File: config.mk
export PLATFORM = sky130hd
export DESIGN_NAME = generator_consumer
export DESIGN_NICKNAME = d
export VERILOG_FILES = /design/src/rtl/generator_consumer.sv
export SDC_FILE = /design/constraint.sdc
export NUM_CORES = 1
export LEC_CHECK = 0
export CELL_PAD_IN_SITES_DETAIL_PLACEMENT = 0
export CELL_PAD_IN_SITES_GLOBAL_PLACEMENT = 2
export CORE_AREA = 3 3 219 221
export CTS_CLUSTER_SIZE = 20
export DETAILED_ROUTE_END_ITERATION = 8
export DIE_AREA = 0 0 222 224
export PLACE_DENSITY = 0.85
export SLEW_MARGIN = 20
export SYNTH_ARGS = -nofsm -noshare
export SYNTH_HDL_FRONTEND = slang
export SYNTH_SLANG_ARGS = --single-unit
export TNS_END_PERCENT = 50
File: constraint.sdc
create_clock -name _clock -period 21.9 [get_ports _clock]
set_clock_uncertainty 0.1 [all_clocks]
set_input_delay 2.19 -clock _clock [delete_from_list [all_inputs] [get_ports _clock]]
set_output_delay 2.19 -clock _clock [all_outputs]
set_load 0.05 [all_outputs]
File: src/rtl/generator_consumer.sv
// Generator-to-host bridge: runs one generator pass per _go and buffers yielded tuples in a FIFO.
// Optional watchdog on the RUN state is enabled by defining GEN_CONSUMER_TIMEOUT_EN.
module generator_consumer #(
    parameter int WIDTH   = 32,
    parameter int DEPTH   = 8,
    parameter int TIMEOUT = 1024
) (
    input  logic                      _clock,
    input  logic                      _reset_n,
    input  logic                      _go,
    output logic                      _busy,
    output logic                      gen_start,
    input  logic                      gen_valid,
    input  logic signed [WIDTH-1:0]   gen_out0,
    input  logic signed [WIDTH-1:0]   gen_out1,
    input  logic                      gen_done,
    input  logic                      _ready,
    output logic                      _valid,
    output logic signed [WIDTH-1:0]   _out0,
    output logic signed [WIDTH-1:0]   _out1,
    output logic [$clog2(DEPTH):0]    _count,
    output logic                      _overflow,
    output logic                      _timeout
);

    localparam int AW = $clog2(DEPTH);
    localparam logic [AW:0] FULL_COUNT = (AW + 1)'(DEPTH);

    typedef enum logic [1:0] {
        IDLE,
        START,
        RUN,
        DRAIN
    } state_t;

    state_t state, state_next;

    logic signed [WIDTH-1:0] mem0 [DEPTH];
    logic signed [WIDTH-1:0] mem1 [DEPTH];
    logic [AW-1:0] wr_ptr, rd_ptr;
    logic [AW:0]   count;
    logic          ovf_flag;
    logic          full, push_req, push, pop, drop, launch, tmo_fire;

    assign full     = (count == FULL_COUNT);
    assign push_req = (state == RUN) && gen_valid && !gen_done;
    assign pop      = _valid && _ready;
    // A pop in the same cycle frees the slot, so a full FIFO still accepts the push.
    assign push     = push_req && (!full || pop);
    assign drop     = push_req && full && !pop;
    assign launch   = (state == IDLE) && _go;

`ifdef GEN_CONSUMER_TIMEOUT_EN
    localparam int TW = $clog2(TIMEOUT + 1);
    logic [TW-1:0] tmo_cnt;
    logic          tmo_flag;

    always_ff @(posedge _clock) begin
        if (!_reset_n) begin
            tmo_cnt <= '0;
        end else if (state == START) begin
            tmo_cnt <= '0;
        end else if (state == RUN) begin
            tmo_cnt <= tmo_cnt + 1'b1;
        end
    end

    assign tmo_fire = (state == RUN) && !gen_done && (tmo_cnt == TW'(TIMEOUT - 1));

    always_ff @(posedge _clock) begin
        if (!_reset_n)     tmo_flag <= 1'b0;
        else if (launch)   tmo_flag <= 1'b0;
        else if (tmo_fire) tmo_flag <= 1'b1;
    end

    assign _timeout = tmo_flag;
`else
    assign tmo_fire = 1'b0;
    assign _timeout = 1'b0;
`endif

    // NOTE: state registers use non-blocking assignments so every flop samples pre-edge values.
    always_ff @(posedge _clock) begin
        if (!_reset_n) state <= IDLE;
        else           state <= state_next;
    end

    // NOTE: the default assignment first keeps this block free of inferred latches.
    always_comb begin
        state_next = state;
        case (state)
            IDLE:    if (_go) state_next = START;
            START:   state_next = RUN;
            RUN:     if (gen_done || tmo_fire) state_next = DRAIN;
            DRAIN:   if (count == '0) state_next = IDLE;
            default: state_next = IDLE;
        endcase
    end

    // NOTE: storage has no reset; occupancy and pointers alone decide what is readable.
    always_ff @(posedge _clock) begin
        if (push) begin
            mem0[wr_ptr] <= gen_out0;
            mem1[wr_ptr] <= gen_out1;
        end
    end

    always_ff @(posedge _clock) begin
        if (!_reset_n) begin
            wr_ptr <= '0;
            rd_ptr <= '0;
            count  <= '0;
        end else begin
            if (push) wr_ptr <= wr_ptr + 1'b1;
            if (pop)  rd_ptr <= rd_ptr + 1'b1;
            case ({push, pop})
                2'b10:   count <= count + 1'b1;
                2'b01:   count <= count - 1'b1;
                default: count <= count;
            endcase
        end
    end

    always_ff @(posedge _clock) begin
        if (!_reset_n)   ovf_flag <= 1'b0;
        else if (launch) ovf_flag <= 1'b0;
        else if (drop)   ovf_flag <= 1'b1;
    end

    assign _busy     = (state != IDLE);
    assign gen_start = (state == START);
    assign _valid    = (count != '0);
    assign _count    = count;
    assign _overflow = ovf_flag;
    // The head is forced to zero when empty so stale storage never shows after reset.
    assign _out0     = _valid ? mem0[rd_ptr] : '0;
    assign _out1     = _valid ? mem1[rd_ptr] : '0;

endmodule

Figure 1. Sequential cells coloured by netlist name.
Other sequential cells in the stronger grey, the rest of the logic in the fainter grey.
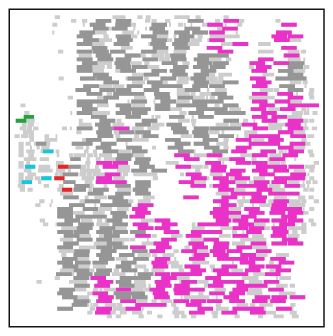
| name in the netlist | colour | flops |
|---|---|---|
| rd_ptr | red | 3 |
| mem0 | magenta | 256 |
| _count | cyan | 4 |
| state | green | 2 |
not coloured: 263

Figure 2. Metal layers overlaid.
Bar = 50 um.
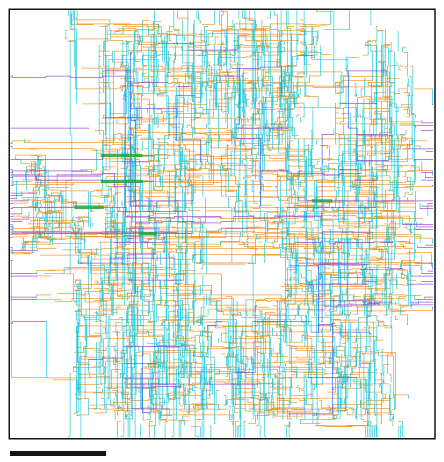
| layer | colour | wire length |
|---|---|---|
| M4 | blue | 674 um |
| M1 | orange | 17200 um |
| M2 | cyan | 20.0 mm |
| M3 | purple | 2510 um |
| M5 | green | 70.8 um |

==> qor.csv <==
stage,metric,value,unit
synth,Largest logic family,multiplexers,
clock_network,CTS Root Cell,clkbuf_16,
clock_network,clock-pin slew on the worst setup and hold paths,60,ps
critical_path,kind of critical path,reg2out,
drt,initial drt markers,754,
timing,final worst path period share,29.8,%
power_and_ir_drop,internal power,1950,uW
drt,per-cell routed wire length,23.4,um
critical_path,CP top delay family,buffers and inverters,
clock_network,Sink Count,528,
final_layout,NonClk Buf Share,6.48,%
power_and_ir_drop,P_clk,879,uW
critical_path,CP Capture Type,output pin,
synth,Mean Syn Cell Area,22.2,um^2
synth,Commonest flop,edfxtp_1,
hold_path,worst hold-check path type,reg2reg,
synth,Post-Synth Adder-Cell Area,0.433,%
final_layout,Flop area,0.0157,mm^2
floorplan,Die X,222,um
critical_path,R2R Setup Slk,18460,ps
final_layout,nonclk inv count,7,
synth,# Cells Yosys,911,
floorplan,Core Area,0.0464,mm^2
synth,Commonest cells post-synth,"edfxtp_1, mux4_2, nor2_1, mux2i_1, clkbuf_1",
timing,RSZ-0062 raised after global routing,false,
critical_path,worst-path fanout max,48,
global_route,first-pass GRT wire length,61.5,mm
synth,"AND/OR/NAND/NOR Cells, Area Fraction",2.42,%
drt,DRT antenna net count,0,
synth,synthesis warning total,0,
final_layout,comb_multi_in,331,
clock_network,CTS Buf Count,54,
final_layout,FF+latch count,528,
synth,Post-Synth AOI/OAI Area,0.668,%
drt,drt drc,0,
critical_path,CP peak stage delay,1000,ps
global_route,gr usage total,16.4,%
timing,Fmax,153,MHz
final_layout,n_diodes,0,
final_layout,Top cell excl fill/tap,edfxtp_1,
job,count of tool warnings,29,
global_route,GRT overflow,0,
final_layout,Gate Area,0.00434,mm^2
final_layout,fraction of area in registers,65.2,%
final_layout,Non-clock buffers,161,
hold_path,hold_sp,_overflow,
synth,Post-synth seq share,77.6,%
timing,Final Hold Viols,0,
final_layout,Top Layout Cells,"edfxtp_1, clkdlybuf4s50_1, mux4_2",
critical_path,Slowest cell on crit path,dfxtp_4,
status,status,"complete, no violations",
synth,MUX share of area,17.5,%
global_route,largest net degree at the start of global routing,67,
final_layout,Area Growth Syn to Fin,19.2,%
power_and_ir_drop,Top pwr grp,registers,
timing,Max Slew Vio Count,0,
floorplan,row count,79,
power_and_ir_drop,combinational power,806,uW
critical_path,CP Depth,5,
final_layout,Comb/total area,18.0,%
synth,instance count of the mapped netlist,911,
clock_network,"Clk Latency, worst-skew pair",580,ps
floorplan,Initial Utilization,43.6,%
synth,Netlist Area Pre-Place,0.0202,mm^2
critical_path,Critical Path End,_out1[22],
synth,post-synthesis async set-or-reset flop share,0,%
place,gp weighted congestion,0.709,
synth,XOR/XNOR Area Share,0.173,%
power_and_ir_drop,Leak,0.00732,uW
clock_network,cts hold-fix bufs,0,
place,Setup WS pre-CTS,15840,ps
## how the worst min path moves through the flow
stage	endpoint	slack, ps	cells past startpoint
global route	_overflow	440	2
detailed placement	_overflow	390	2
CTS	flip-flop	410	2
finish	_overflow	400	2
global placement	flip-flop	390	2
floorplan	flip-flop	370	2
## layer usage
layer  part of all wire (%)  vias up  routed length, um  global-route usage, %
li1                       -     4123                  -                      -
met4                    1.7       10                673                   4.40
met1                     43     4955              17200                   22.7
met3                    6.2       55               2510                   3.63
met2                     49      260              20000                   26.6
met5                   0.17        -                 70                      0
## per-stage QoR
stage | hold WS [ps] | instance area [um^2]
after floorplan | 367 | 20200
after global placement | 392 | 22400
after detailed placement | 393 | 22400
after CTS | 412 | 24100
after global routing | 439 | 24100
final | 404 | 24100
Power and IR drop assume default switching activity.
